## config.mk

```make
export PLATFORM = sky130hd
export DESIGN_NAME = uart_alu_requester
export DESIGN_NICKNAME = d
export VERILOG_FILES = /design/src/rtl/uart_alu_requester.sv
export SDC_FILE = /design/constraint.sdc
export NUM_CORES = 1
export LEC_CHECK = 0
export CAP_MARGIN = 20
export CORE_ASPECT_RATIO = 0.5
export CORE_MARGIN = 5
export CORE_UTILIZATION = 40
export CTS_BUF_LIST = sky130_fd_sc_hd__clkbuf_8
export CTS_CLUSTER_DIAMETER = 60
export CTS_CLUSTER_SIZE = 40
export DETAILED_ROUTE_END_ITERATION = 8
export PLACE_DENSITY = 0.68
export SLEW_MARGIN = 20
export SYNTH_ARGS = -nofsm -noshare
export SYNTH_HDL_FRONTEND = slang
export SYNTH_SLANG_ARGS = --single-unit
```

## constraint.sdc

```tcl
create_clock -name clk -period 2.2 [get_ports clk]
set_clock_uncertainty 0.15 [all_clocks]
set_input_delay 0.55 -clock clk [delete_from_list [all_inputs] [get_ports clk]]
set_output_delay 0.55 -clock clk [all_outputs]
set_load 0.01 [all_outputs]
```

## src/rtl/uart_alu_requester.sv

```systemverilog
// Host-side initiator for the UART ALU protocol: sends A, B, op as three
// UART bytes, then parses the result/flags/status reply with a byte timeout.
module uart_alu_requester #(
    parameter int                   DATA_BITS      = 8,
    parameter logic [DATA_BITS-1:0] OK_STATUS      = 8'h55,
    parameter int                   TIMEOUT_CYCLES = 2_000_000
) (
    input  logic                 clk,
    input  logic                 reset,
    input  logic                 req_valid,
    output logic                 req_ready,
    input  logic [DATA_BITS-1:0] req_a,
    input  logic [DATA_BITS-1:0] req_b,
    input  logic [5:0]           req_op,
    output logic                 tx_start,
    output logic [DATA_BITS-1:0] tx_data,
    input  logic                 tx_done,
    input  logic                 rx_done,
    input  logic [DATA_BITS-1:0] rx_data,
    output logic                 resp_valid,
    input  logic                 resp_ready,
    output logic [DATA_BITS-1:0] resp_result,
    output logic                 resp_zero,
    output logic                 resp_overflow,
    output logic                 resp_carry,
    output logic                 resp_err_status,
    output logic                 resp_err_timeout,
    output logic                 busy
);
    localparam logic [3:0] IDLE     = 4'd0;
    localparam logic [3:0] SEND_A   = 4'd1;
    localparam logic [3:0] WAIT_A   = 4'd2;
    localparam logic [3:0] SEND_B   = 4'd3;
    localparam logic [3:0] WAIT_B   = 4'd4;
    localparam logic [3:0] SEND_OP  = 4'd5;
    localparam logic [3:0] WAIT_OP  = 4'd6;
    localparam logic [3:0] RECV_RES = 4'd7;
    localparam logic [3:0] RECV_FLG = 4'd8;
    localparam logic [3:0] RECV_STA = 4'd9;
    localparam logic [3:0] RESP     = 4'd10;

    localparam int            CW       = $clog2(TIMEOUT_CYCLES);
    localparam logic [CW-1:0] CNT_LAST = CW'(TIMEOUT_CYCLES - 2);

    logic [3:0]           state;
    logic [DATA_BITS-1:0] b_q;
    logic [5:0]           op_q;
    logic [4:0]           flg_low;
    logic [CW-1:0]        cnt;
    logic                 expired;

    // Counter reaches TIMEOUT_CYCLES-1 on the edge that takes it past CNT_LAST
    assign expired = (cnt == CNT_LAST);

    always_ff @(posedge clk) begin
        if (reset) begin
            state            <= IDLE;
            req_ready        <= 1'b1;
            tx_start         <= 1'b0;
            tx_data          <= '0;
            resp_valid       <= 1'b0;
            resp_result      <= '0;
            resp_zero        <= 1'b0;
            resp_overflow    <= 1'b0;
            resp_carry       <= 1'b0;
            resp_err_status  <= 1'b0;
            resp_err_timeout <= 1'b0;
            busy             <= 1'b0;
            b_q              <= '0;
            op_q             <= '0;
            flg_low          <= '0;
            cnt              <= '0;
        end else begin
            tx_start <= 1'b0;
            case (state)
                IDLE: begin
                    if (req_valid && req_ready) begin
                        b_q              <= req_b;
                        op_q             <= req_op;
                        tx_data          <= req_a;
                        tx_start         <= 1'b1;
                        req_ready        <= 1'b0;
                        busy             <= 1'b1;
                        resp_result      <= '0;
                        resp_zero        <= 1'b0;
                        resp_overflow    <= 1'b0;
                        resp_carry       <= 1'b0;
                        resp_err_status  <= 1'b0;
                        resp_err_timeout <= 1'b0;
                        flg_low          <= '0;
                        cnt              <= '0;
                        state            <= SEND_A;
                    end
                end
                SEND_A:  state <= WAIT_A;
                SEND_B:  state <= WAIT_B;
                SEND_OP: state <= WAIT_OP;
                WAIT_A: begin
                    if (tx_done) begin
                        tx_start <= 1'b1;
                        tx_data  <= b_q;
                        state    <= SEND_B;
                    end
                end
                WAIT_B: begin
                    if (tx_done) begin
                        tx_start <= 1'b1;
                        tx_data  <= {{(DATA_BITS-6){1'b0}}, op_q};
                        state    <= SEND_OP;
                    end
                end
                WAIT_OP: begin
                    if (tx_done) begin
                        cnt   <= '0;
                        state <= RECV_RES;
                    end
                end
                RECV_RES: begin
                    if (rx_done) begin
                        resp_result <= rx_data;
                        cnt         <= '0;
                        state       <= RECV_FLG;
                    end else if (expired) begin
                        resp_err_timeout <= 1'b1;
                        resp_valid       <= 1'b1;
                        state            <= RESP;
                    end else begin
                        cnt <= cnt + CW'(1);
                    end
                end
                RECV_FLG: begin
                    if (rx_done) begin
                        resp_zero     <= rx_data[7];
                        resp_overflow <= rx_data[6];
                        resp_carry    <= rx_data[5];
                        flg_low       <= rx_data[4:0];
                        cnt           <= '0;
                        state         <= RECV_STA;
                    end else if (expired) begin
                        resp_err_timeout <= 1'b1;
                        resp_valid       <= 1'b1;
                        state            <= RESP;
                    end else begin
                        cnt <= cnt + CW'(1);
                    end
                end
                RECV_STA: begin
                    if (rx_done) begin
                        resp_err_status <= (rx_data != OK_STATUS) ||
                                           (flg_low != 5'd0);
                        cnt             <= '0;
                        resp_valid      <= 1'b1;
                        state           <= RESP;
                    end else if (expired) begin
                        resp_err_timeout <= 1'b1;
                        resp_valid       <= 1'b1;
                        state            <= RESP;
                    end else begin
                        cnt <= cnt + CW'(1);
                    end
                end
                RESP: begin
                    if (resp_valid && resp_ready) begin
                        resp_valid <= 1'b0;
                        req_ready  <= 1'b1;
                        busy       <= 1'b0;
                        state      <= IDLE;
                    end
                end
                default: begin
                    req_ready  <= 1'b1;
                    resp_valid <= 1'b0;
                    busy       <= 1'b0;
                    state      <= IDLE;
                end
            endcase
        end
    end
endmodule

```

==> impl_metrics.csv, run 1 <==
group,metric,value,unit
run_status,outcome,"completed",
layout,clkCellAreaFrac,4.37,%
route,first_pass_iters,5,
clock_tree,clock-sinks,69,
layout,comb_share,39.8,%
synthesis,async_flop_share,0,%
clock_tree,cts_buffers,9,
synthesis,synth_cell_type_count,60,
layout,drive_gt1_share,15.2,%
layout,area_growth,35.2,%
min_path,min_path_type,"reg -> reg",
die,num_rows,23,
synthesis,top_cells_by_count,"69 x dfxtp_1, 44 x nor2_1, 43 x nand2_1",
critical_path,crit_start,"req_valid",
die,fp.coreArea,8090,um2
sta,tightestPinTransition,0.515,ns
global_routing,grt_pass1_vias,2999,
layout,fill_cells,744,
synthesis,ys_cells,396,
synthesis,synthCells,396,
layout,clock_buffers,9,
sta,finalSetupTns,0,ns
layout,largest_reg_flops,21,
critical_path,path_max_fanout,21,
route,drtIter0Drc,207,
die,io_pins,61,
clock_tree,clkLatencyLatePin,0.36,ns
critical_path,rrSetupSlack,0.21,ns
power,power.share.clock,26.2,%
synthesis,synth_area,3360,um2
layout,signal_buffers,104,
critical_path,worstSetupEndpointType,"flop",
power,pwr-share-comb,36.1,%
job,warnings,27,
sta,hold_ws,0.307,ns
min_path,hold_depth,2,
critical_path,critical_path.endpoint,"cnt[10]",
synthesis,logic_family,"simple AND/OR/NAND/NOR gates",
layout,seq_share,30.4,%
place,routabilityCongestion,0.847,
global_routing,antenna_found_initial,0,
route,drc,0,
synthesis,yosysWarnings,0,
critical_path,cp-start-kind,"primary input",
sta,setup_viol,0,
layout,inverters,8,
clock_tree,cts_resized,0,
min_path,hold_start,"b_q[2]",
power,p_leak,1.62,nW
clock_tree,cts_tree,"built",
clock_tree,post-cts-setup-buffers,0,
synthesis,ys.flops,69,
synthesis,flop_cell,"dfxtp_1",
die,nWellTaps,112,
layout,final_cell_mix,"69 x dfxtp_1, 59 x clkdlybuf4s50_1, 44 x nor2_1",
critical_path,rr_worst_depth,8,
layout,largest-register,"cnt",
layout,antennaDiodeCount,0,
synthesis,topCellsByArea,"dfxtp_1 41%, a21oi_1 6.0%, a22oi_1 5.8%",
power,power_density,882,nW/um2
sta,slew_headroom,65.5,%
clock_tree,clkSlewWorstSetupHoldPaths,0.08,ns
place,dp_hpwl,6280,um
sta,min_period_over_period,95.0,%
layout,design.seq.count,69,
critical_path,reg2reg_from,"cnt[0]",
critical_path,rr_endpoint,"cnt[10]",
layout,buffer_area_share,21.7,%
synthesis,avgSynthCellArea,8.50,um2
layout,regArea,1380,um2
job,maxCapViolCount,0,
critical_path,crit_type,"in -> reg",
synthesis,yosysTopAreaCell,"dfxtp_1",
power,power_leader,"sequential cells",
critical_path,arrival,2.22,ns
die,die_area,10500,um2
sta,hold_viol_final,0,
layout,largest_class,"logic gates",
global_routing,grt_first_pass_wirelength,14400,um
synthesis,mux_share,0.595,%
synthesis,xor_area_share,0,%
sta,rsz0062_at_grt,"false",
sta,period_needed,2.09,ns
sta,finalWorstSetupSlack,0.110,ns
layout,logic_gate_count,291,
min_path,hold_end,"b_q[2]",
clock_tree,root_buffer,"clkbuf_8",
synthesis,edf_count,0,
power,peakVddDrop,368,uV
## run 1: critical path: stages
cell and delay (ns):
clkdlybuf4s50_1 0.48, nand3b_1 0.08, a21boi_1 0.21, nor2_1 0.11, buf_12 0.16, or4_1 0.49, a21oi_1 0.15
## run 1: through the flow
step / cell area [um2] / std cells / total power, mW / utilization, %
floorplan: 3360 / 396 / 2.37 / -
global placement: 4350 / 584 / 2.99 / 53.8
detailed placement: 4350 / 584 / 3.00 / 53.8
CTS: 4550 / 600 / 4.06 / 56.2
global route: 4550 / 600 / 4.26 / 56.2
finish: 4550 / 600 / 4.01 / 56.2
## run 1: metal layers
metal  up-vias  wire [um]  track usage, %
met4         0        121            5.69
met5         -          0               0
li1       1659          -               -
met3        12        444            5.90
met1      1487       4260            22.4
met2        55       3890            27.3
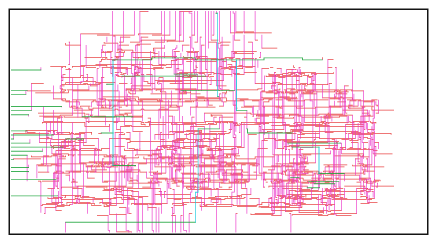
run_1/wires.png
legend:
  metal 3:
    color: green
    wire_length: 444 um
  metal 1:
    color: red
    wire_length: 4,260 um
  metal 4:
    color: cyan
    wire_length: 121 um
  metal 2:
    color: magenta
    wire_length: 3,890 um
routed wire length: 8720 um
via count: 3,213
DR WL/cell: 14.5 um
GRT Total Usage: 17.2%

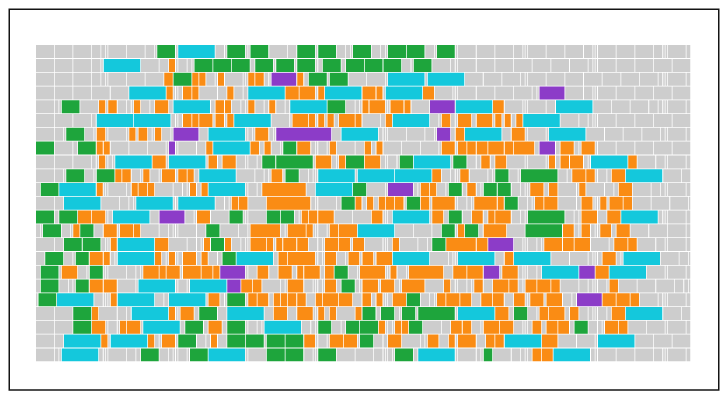
run_1/placement_by_type.png
Fill, decap, tap and diode cells in gray.
legend:
  sequential cells:
    color: cyan
    cells: 69
    share_of_their_area: 31%
  remaining buffers and delay cells:
    color: green
    cells: 104
    share_of_their_area: 22%
  clock drivers and dummy loads:
    color: purple
    cells: 16
    share_of_their_area: 4.5%
  combinational and other logic:
    color: orange
    cells: 299
    share_of_their_area: 42%

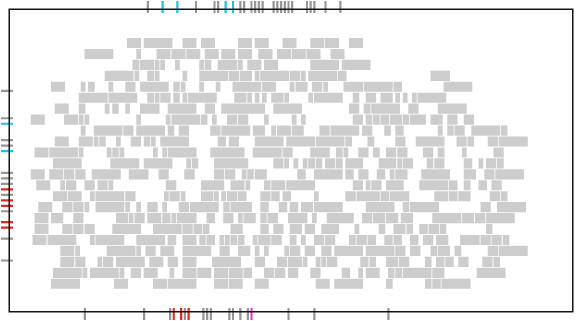
run_1/io_placement.png
Pins as bars across the die edge, other pins in gray.
legend:
  req_op:
    color: cyan
    pins: 6
    direction: input
    edge: 4 top, 2 left
  req_valid:
    color: magenta
    pins: 1
    direction: input
    edge: bottom
  rx_data:
    color: red
    pins: 8
    direction: input
    edge: 5 left, 3 bottom
Port Buf Inserts: 60
Die W: 140 um
Die Height: 74.9 um

run_1/clk_routes.png
Bar = 50 um.
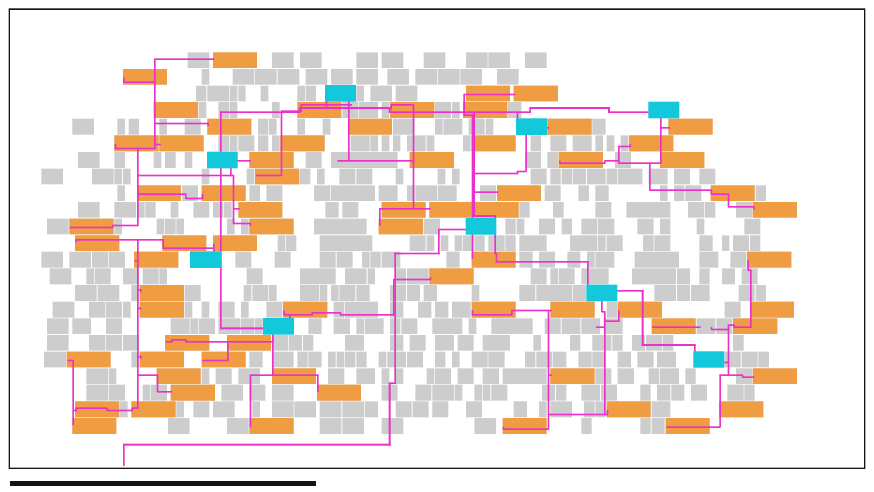

==> run 2, diff against run 1 <==
--- a/config.mk
+++ b/config.mk
@@ -5,15 +5,14 @@
 export SDC_FILE = /design/constraint.sdc
 export NUM_CORES = 1
 export LEC_CHECK = 0
-export CAP_MARGIN = 20
 export CORE_ASPECT_RATIO = 0.5
 export CORE_MARGIN = 5
-export CORE_UTILIZATION = 40
+export CORE_UTILIZATION = 54
 export CTS_BUF_LIST = sky130_fd_sc_hd__clkbuf_8
 export CTS_CLUSTER_DIAMETER = 60
 export CTS_CLUSTER_SIZE = 40
 export DETAILED_ROUTE_END_ITERATION = 8
-export PLACE_DENSITY = 0.68
+export PLACE_DENSITY = 0.86
 export SLEW_MARGIN = 20
 export SYNTH_ARGS = -nofsm -noshare
 export SYNTH_HDL_FRONTEND = slang
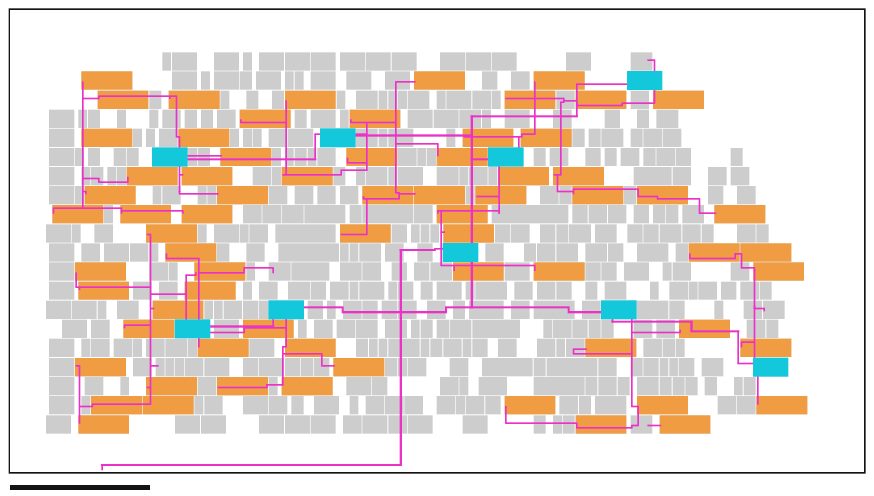
run_2/clk_routes.png
Bar = 20 um.
legend:
  flip-flops:
    color: orange
    count: 69
  clock wires:
    color: magenta
    length: 857 um
  clock drivers:
    color: cyan
    count: 9
flops lie: all over the die

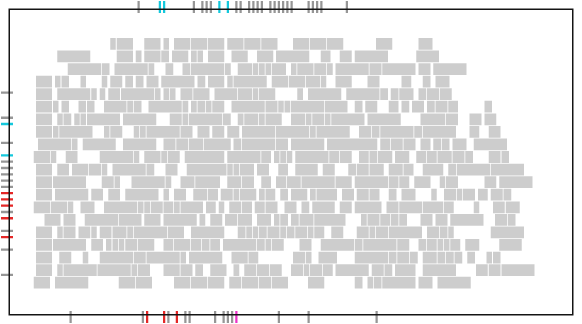
run_2/io_placement.png
Pins as bars across the die edge, other pins in gray.
legend:
  rx_data:
    color: red
    pins: 8
    direction: input
    edge: 5 left, 3 bottom
  req_op:
    color: cyan
    pins: 6
    direction: input
    edge: 4 top, 2 left
  req_valid:
    color: magenta
    pins: 1
    direction: input
    edge: bottom
all pins by edge: 26 top, 19 left, 16 bottom

==> impl_metrics.csv, run 2 <==
group,metric,value,unit
synthesis,async_flop_share,0,%
layout,instances_no_fill,574,
power,power_leader,"sequential cells",
layout,seq_share,30.7,%
synthesis,avgSynthCellArea,8.50,um2
critical_path,critPathTopFamily,"simple AND/OR/NAND/NOR gates",
synthesis,synth_cell_type_count,60,
synthesis,synth_area,3360,um2
place,detailed_place.area,4290,um2
critical_path,slowest_stage,"or4_1",
global_routing,grt_usage,23.0,%
layout,largest_class,"logic gates",
route,vias,3331,
layout,antennaDiodeCount,0,
route,dr_wl_met3,501,um
layout,clock_buffers,9,
clock_tree,root_buffer,"clkbuf_8",
layout,clkCellAreaFrac,4.40,%
clock_tree,clock-sinks,69,
layout,final_cell_mix,"69 x dfxtp_1, 59 x clkdlybuf4s50_1, 44 x nor2_1",
layout,design.seq.count,69,
global_routing,grt_first_pass_wirelength,14700,um
global_routing,busiest_layer,"met2",
layout,signal_buffers,102,
global_routing,globalRouteMet2Util,37.7,%
sta,period_needed,2.12,ns
route,post_drt_wl_per_cell,15.4,um
sta,rsz0062_at_grt,"false",
synthesis,edf_count,0,
critical_path,rrSetupSlack,0.12,ns
layout,comb_share,40.4,%
place,port-buffer-count,60,
die,fp.dieW,122,um
die,io_pins,61,
layout,area_growth,33.6,%
power,peakVddDrop,556,uV
critical_path,cp-start-kind,"primary input",
layout,drive_gt1_share,15.0,%
layout,fill_cells,444,
route,wl,8850,um
die,nWellTaps,88,
min_path,min_path_type,"reg -> reg",
global_routing,antenna_found_initial,0,
critical_path,path_max_fanout,24,
synthesis,yosysTopAreaCell,"dfxtp_1",
sta,hold_viol_final,0,
synthesis,ys.flops,69,
layout,largest-register,"cnt",
clock_tree,clkSlewWorstSetupHoldPaths,0.08,ns
route,routed-wl-met2,4210,um
critical_path,cp.required,2.34,ns
clock_tree,cts_buffers,9,
layout,logic_gate_count,291,
synthesis,synthCells,396,
synthesis,xor_area_share,0,%
layout,regArea,1380,um2
power,pwr-share-comb,36.3,%
layout,final_area,4500,um2
critical_path,crit_type,"in -> reg",
route,first_pass_iters,7,
synthesis,ys_cells,396,
place,dpl.cell_count,558,
critical_path,crit_buf_inv,2,
power,power_density,895,nW/um2
layout,inverters,8,
synthesis,yosysWarnings,0,
route,highest_layer,"met4",
clock_tree,clkLatencyLatePin,0.36,ns
die,chipHeight,65.8,um
clock_tree,cts_tree,"built",
sta,tightestPinTransition,0.521,ns
global_routing,met3_usage,8.21,%
route,m1WireLength,4040,um
synthesis,top_cells_by_count,"69 x dfxtp_1, 44 x nor2_1, 43 x nand2_1",
sta,finalWorstSetupSlack,0.0838,ns
sta,finalSetupTns,0,ns
job,warnings,27,
global_routing,grt_pass1_vias,3127,
synthesis,mux_share,0.595,%
sta,min_period_over_period,96.2,%
run_status,outcome,"completed",
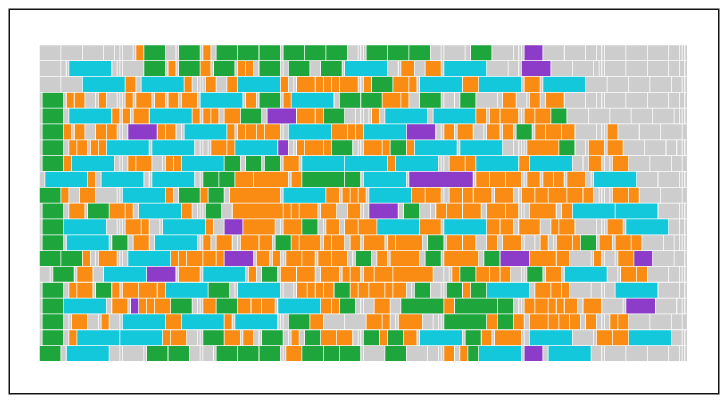
run_2/placement_by_type.png
Fill, decap, tap and diode cells in gray.
legend:
  remaining buffers and delay cells:
    color: green
    cells: 102
    share_of_their_area: 22%
  clock drivers and dummy loads:
    color: purple
    cells: 16
    share_of_their_area: 4.5%
  sequential cells:
    color: cyan
    cells: 69
    share_of_their_area: 31%
  combinational and other logic:
    color: orange
    cells: 299
    share_of_their_area: 42%

-- run 2: cell counts after synthesis --
Identical to the previous run, type by type.
-- run 2: tightest hold or removal path: stages (launching register included) --
cell     delay (ns)
dfxtp_1        0.32
nand2_1        0.05
a21oi_1        0.05
-- run 2: through the flow --
step	power (mW)	hold WS, ns
global placement	2.96	0.292
CTS	4.03	0.308
floorplan	2.37	0.286
detailed placement	2.99	0.297
global route	4.25	0.332
finish	4.02	0.310
-- run 2: final timing paths --
kind	start	end	cells after the start
max	req_valid	cnt[14]	7
min	b_q[6]	b_q[6]	2
max reg2reg	cnt[0]	cnt[13]	9
min reg2reg	b_q[6]	b_q[6]	2
-- run 2: repair_timing --
| action | 4_1_cts | 5_1_grt |
|---|---|---|
| endpoints found under the setup margin | 0 | 2 |
| setup buffers | 0 | 0 |
| resized | 0 | 1 |
==> run 3, diff against run 2 <==
--- a/config.mk
+++ b/config.mk
@@ -9,10 +9,11 @@
 export CORE_MARGIN = 5
 export CORE_UTILIZATION = 54
 export CTS_BUF_LIST = sky130_fd_sc_hd__clkbuf_8
-export CTS_CLUSTER_DIAMETER = 60
+export CTS_CLUSTER_DIAMETER = 50
 export CTS_CLUSTER_SIZE = 40
 export DETAILED_ROUTE_END_ITERATION = 8
 export PLACE_DENSITY = 0.86
+export SKIP_LAST_GASP = 1
 export SLEW_MARGIN = 20
 export SYNTH_ARGS = -nofsm -noshare
 export SYNTH_HDL_FRONTEND = slang
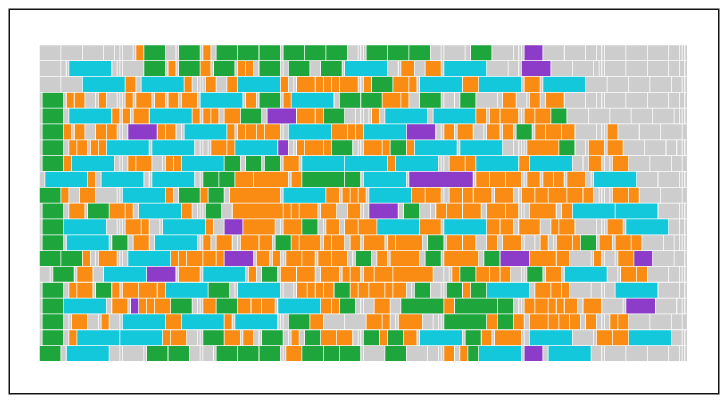
run_3/placement_by_type.png
Fill, decap, tap and diode cells in gray.
legend:
  clock drivers and dummy loads:
    color: purple
    cells: 16
    share_of_their_area: 4.5%
  sequential cells:
    color: cyan
    cells: 69
    share_of_their_area: 31%
  remaining buffers and delay cells:
    color: green
    cells: 102
    share_of_their_area: 22%
  combinational and other logic:
    color: orange
    cells: 299
    share_of_their_area: 42%

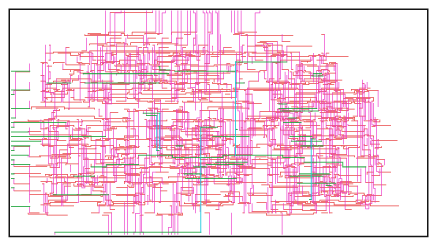
run_3/wires.png
legend:
  metal 4:
    color: cyan
    wire_length: 95.9 um
  metal 2:
    color: magenta
    wire_length: 4,210 um
  metal 3:
    color: green
    wire_length: 501 um
  metal 1:
    color: red
    wire_length: 4,040 um

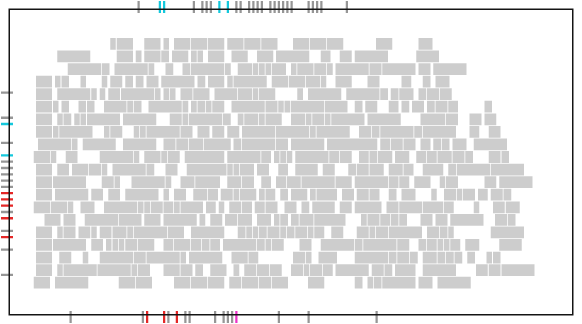
run_3/io_placement.png
Pins as bars across the die edge, other pins in gray.
legend:
  rx_data:
    color: red
    pins: 8
    direction: input
    edge: 5 left, 3 bottom
  req_valid:
    color: magenta
    pins: 1
    direction: input
    edge: bottom
  req_op:
    color: cyan
    pins: 6
    direction: input
    edge: 4 top, 2 left
all pins by edge: 26 top, 19 left, 16 bottom

==> impl_metrics.csv, run 3 <==
group,metric,value,unit
power,power_leader,"sequential cells",
die,fp.coreArea,6060,um2
synthesis,synth_cell_type_count,60,
place,port-buffer-count,60,
layout,fill_cells,444,
sta,tightestPinTransition,0.521,ns
critical_path,rr_worst_depth,9,
layout,inverters,8,
min_path,hold_end,"b_q[6]",
layout,seq_share,30.7,%
sta,finalSetupTns,0,ns
place,routabilityCongestion,0.877,
min_path,hold_depth,2,
job,warnings,27,
place,detailed_place.area,4290,um2
layout,design.seq.count,69,
critical_path,critical_path.endpoint,"cnt[14]",
layout,largest_class,"logic gates",
route,drc,0,
clock_tree,clkLatencyLatePin,0.36,ns
layout,clkCellAreaFrac,4.40,%
sta,slew_headroom,65.1,%
run_status,outcome,"completed",
synthesis,yosysTopAreaCell,"dfxtp_1",
clock_tree,clock-sinks,69,
critical_path,worstSetupEndpointType,"flop",
critical_path,cp-start-kind,"primary input",
layout,largest-register,"cnt",
route,first_pass_iters,7,
global_routing,grt_util_met1,29.2,%
sta,setup_viol,0,
job,maxCapViolCount,0,
synthesis,synthCells,396,
critical_path,rr_endpoint,"cnt[13]",
die,io_pins,61,
clock_tree,post-cts-setup-buffers,0,
layout,largest_reg_flops,21,
die,die_area,8010,um2
route,drtIter0Drc,323,
route,m1WireLength,4040,um
layout,final_cell_mix,"69 x dfxtp_1, 59 x clkdlybuf4s50_1, 44 x nor2_1",
clock_tree,root_buffer,"clkbuf_8",
route,vias,3331,
critical_path,crit_chain,"clkdlybuf4s50_1, nand3b_1, a21boi_1, nor2_1, buf_12, or4_1, a21oi_1",
-- run 3: through the flow --
stage / hold slack [ns] / utilization, % / instances / setup slack (ns)
floorplan: 0.286 / - / 396 / 0.262
global placement: 0.292 / 70.9 / 558 / -0.212
detailed placement: 0.297 / 70.9 / 558 / -0.270
CTS: 0.308 / 74.1 / 574 / 0.100
global route: 0.332 / 74.2 / 574 / 0.0387
finish: 0.310 / 74.2 / 574 / 0.0838
-- run 3: timing repair --
item	CTS	global route
setup endpoints to repair	0	2
gates resized	0	1
hold buffers	0	0
-- run 3: logic make-up after synthesis --
family / Yosys count / share of synthesized area [%]
DFF: 69 / 41.1
muxes: 2 / 0.595
AOI/OAI and AO/OA: 126 / 25.5
and+or+nand+nor: 161 / 27.0
adders and majority gates: 2 / 0.744
buffers and inverters: 36 / 5.17
Power and IR drop assume default switching activity.
